Cell density map:
11 x 11 tiles, from white (low) to dark blue (high), 0 to 100% covered.
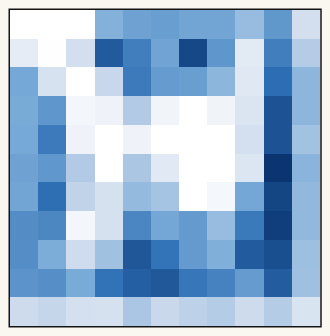
I/O pins on the die edge:
Pins as bars across the die edge, other pins in grey.
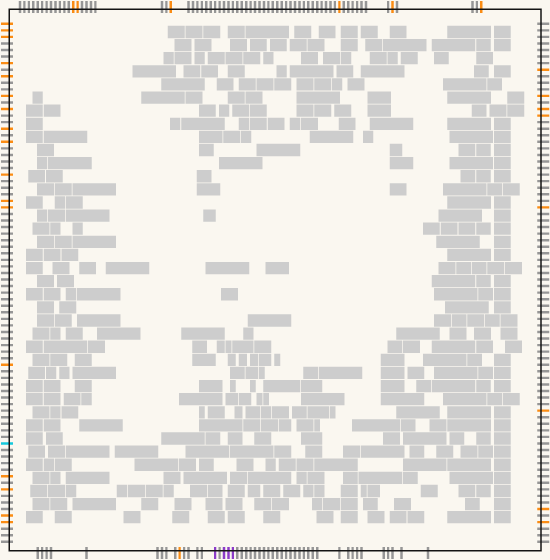
Clock wires, drivers and flops:
Bar = 20 um.
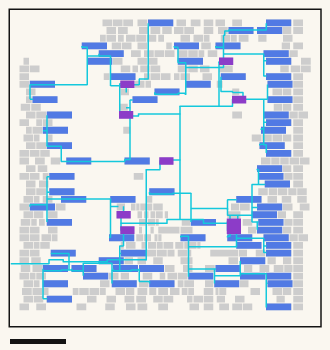
==> config.mk <==
export PLATFORM = sky130hd
export DESIGN_NAME = xrv_bus_arb
export DESIGN_NICKNAME = d
export VERILOG_FILES = /design/src/rtl/xrv_bus_arb.sv
export SDC_FILE = /design/constraint.sdc
export NUM_CORES = 1
export LEC_CHECK = 0
export CAP_MARGIN = 30
export CORE_AREA = 3 3 107 109
export CTS_CLUSTER_SIZE = 8
export DETAILED_ROUTE_END_ITERATION = 16
export DIE_AREA = 0 0 110 112
export PLACE_DENSITY = 0.8
export SLEW_MARGIN = 20
export SYNTH_ARGS = -nofsm -noshare
export SYNTH_HDL_FRONTEND = slang
export SYNTH_SLANG_ARGS = --single-unit
==> constraint.sdc <==
create_clock -name clk -period 6.8 [get_ports clk]
set_input_delay 1.7 -clock clk [delete_from_list [all_inputs] [get_ports clk]]
set_output_delay 1.7 -clock clk [all_outputs]
set_load 0.05 [all_outputs]
==> run notes <==
fresh numbers from the pnr run: ao+oa area frac 20.87%, most used cell along the critical path clkdlybuf4s50_1, cell count listed in synth_stat.txt approximately 290, Final Setup Violations 0, CLK BUF 12, Yosys reg bits 75, met1 wire length between 3000 and 4000 um, Clock buffers and inverters, area share approximately 3.6%, flip-flops with a built-in enable 0, Net Count, Synth 436, final hold slack ~0.5 ns, minimum clock period 4.789 ns, total stage count of the critical path 3, routing usage on met2 ~27%, initial antenna violation count 0, Worst-path clk slew 0.07 ns, TritonCTS clock tree yes, tool warnings 28, sequential fraction of design power between 20% and 30%, sequential power 0.769 mW, Post-CTS Setup Repair Bufs 0, synth top area cells dfrtp_1 (52%), buf_4 (14%), a221o_1 (9.0%), Ports roughly 280, drt first pass iters 4, signal buffers share of area ~35%, status completed, hold depth 1, tap cells about 140
Notes on 'cell density map' above:
emptiest ninth of the die: centre
fullest tile: 98%
mean over tiles: 41%
nearly empty tiles: 12%
tiles over 75% full: 12%
fp_density: 33.45%
Core Area: 0.01070 mm^2
final core occ: 48.39%

Notes on 'I/O pins on the die edge' above:
[orange] ls_rdata | pins: 32 | direction: output | edge: 17 west, 8 east, 6 north, 1 south
[cyan] clk | pins: 1 | direction: input | edge: west
[purple] ls_be | pins: 4 | direction: input | edge: south
all pins by edge: 80 west, 80 east, 68 north, 48 south
Port Buffers: 179
Die X: 110 um
Die Ht: 112 um

Notes on 'clock wires, drivers and flops' above:
[blue] flip-flops | count: 75
[purple] clock-net drivers | count: 9
[cyan] clock wires | length: 960 um
flops lie: widely spread
routed clock nets: 10
Latency at later pin: 0.34 ns
Clock Skew: 0.01141 ns

[metrics by stage]
| stage | cell area [um^2] | cells | utilization, % |
|---|---|---|---|
| floorplan | 3578 | 294 | - |
| global placement | 4960 | 533 | 46.36 |
| detailed placement | 4960 | 533 | 46.36 |
| CTS | 5149 | 549 | 48.13 |
| global route | 5176 | 550 | 48.39 |
| finish | 5176 | 550 | 48.39 |
[placed cells by master, fill, tap and decap left out, drive strengths merged, types with 3 or more instances in the layout]
| cell type | n |
|---|---|
| a221o | 32 |
| a22o | 34 |
| and2 | 35 |
| buf | 3 |
| clkbuf | 12 |
| clkdlybuf4s50 | 179 |
| dfrtp | 75 |
| ha | 4 |
| inv | 6 |
| nand2 | 4 |
| o21ai | 3 |
| o22a | 4 |
| o31ai | 3 |
Power and IR drop assume default switching activity.
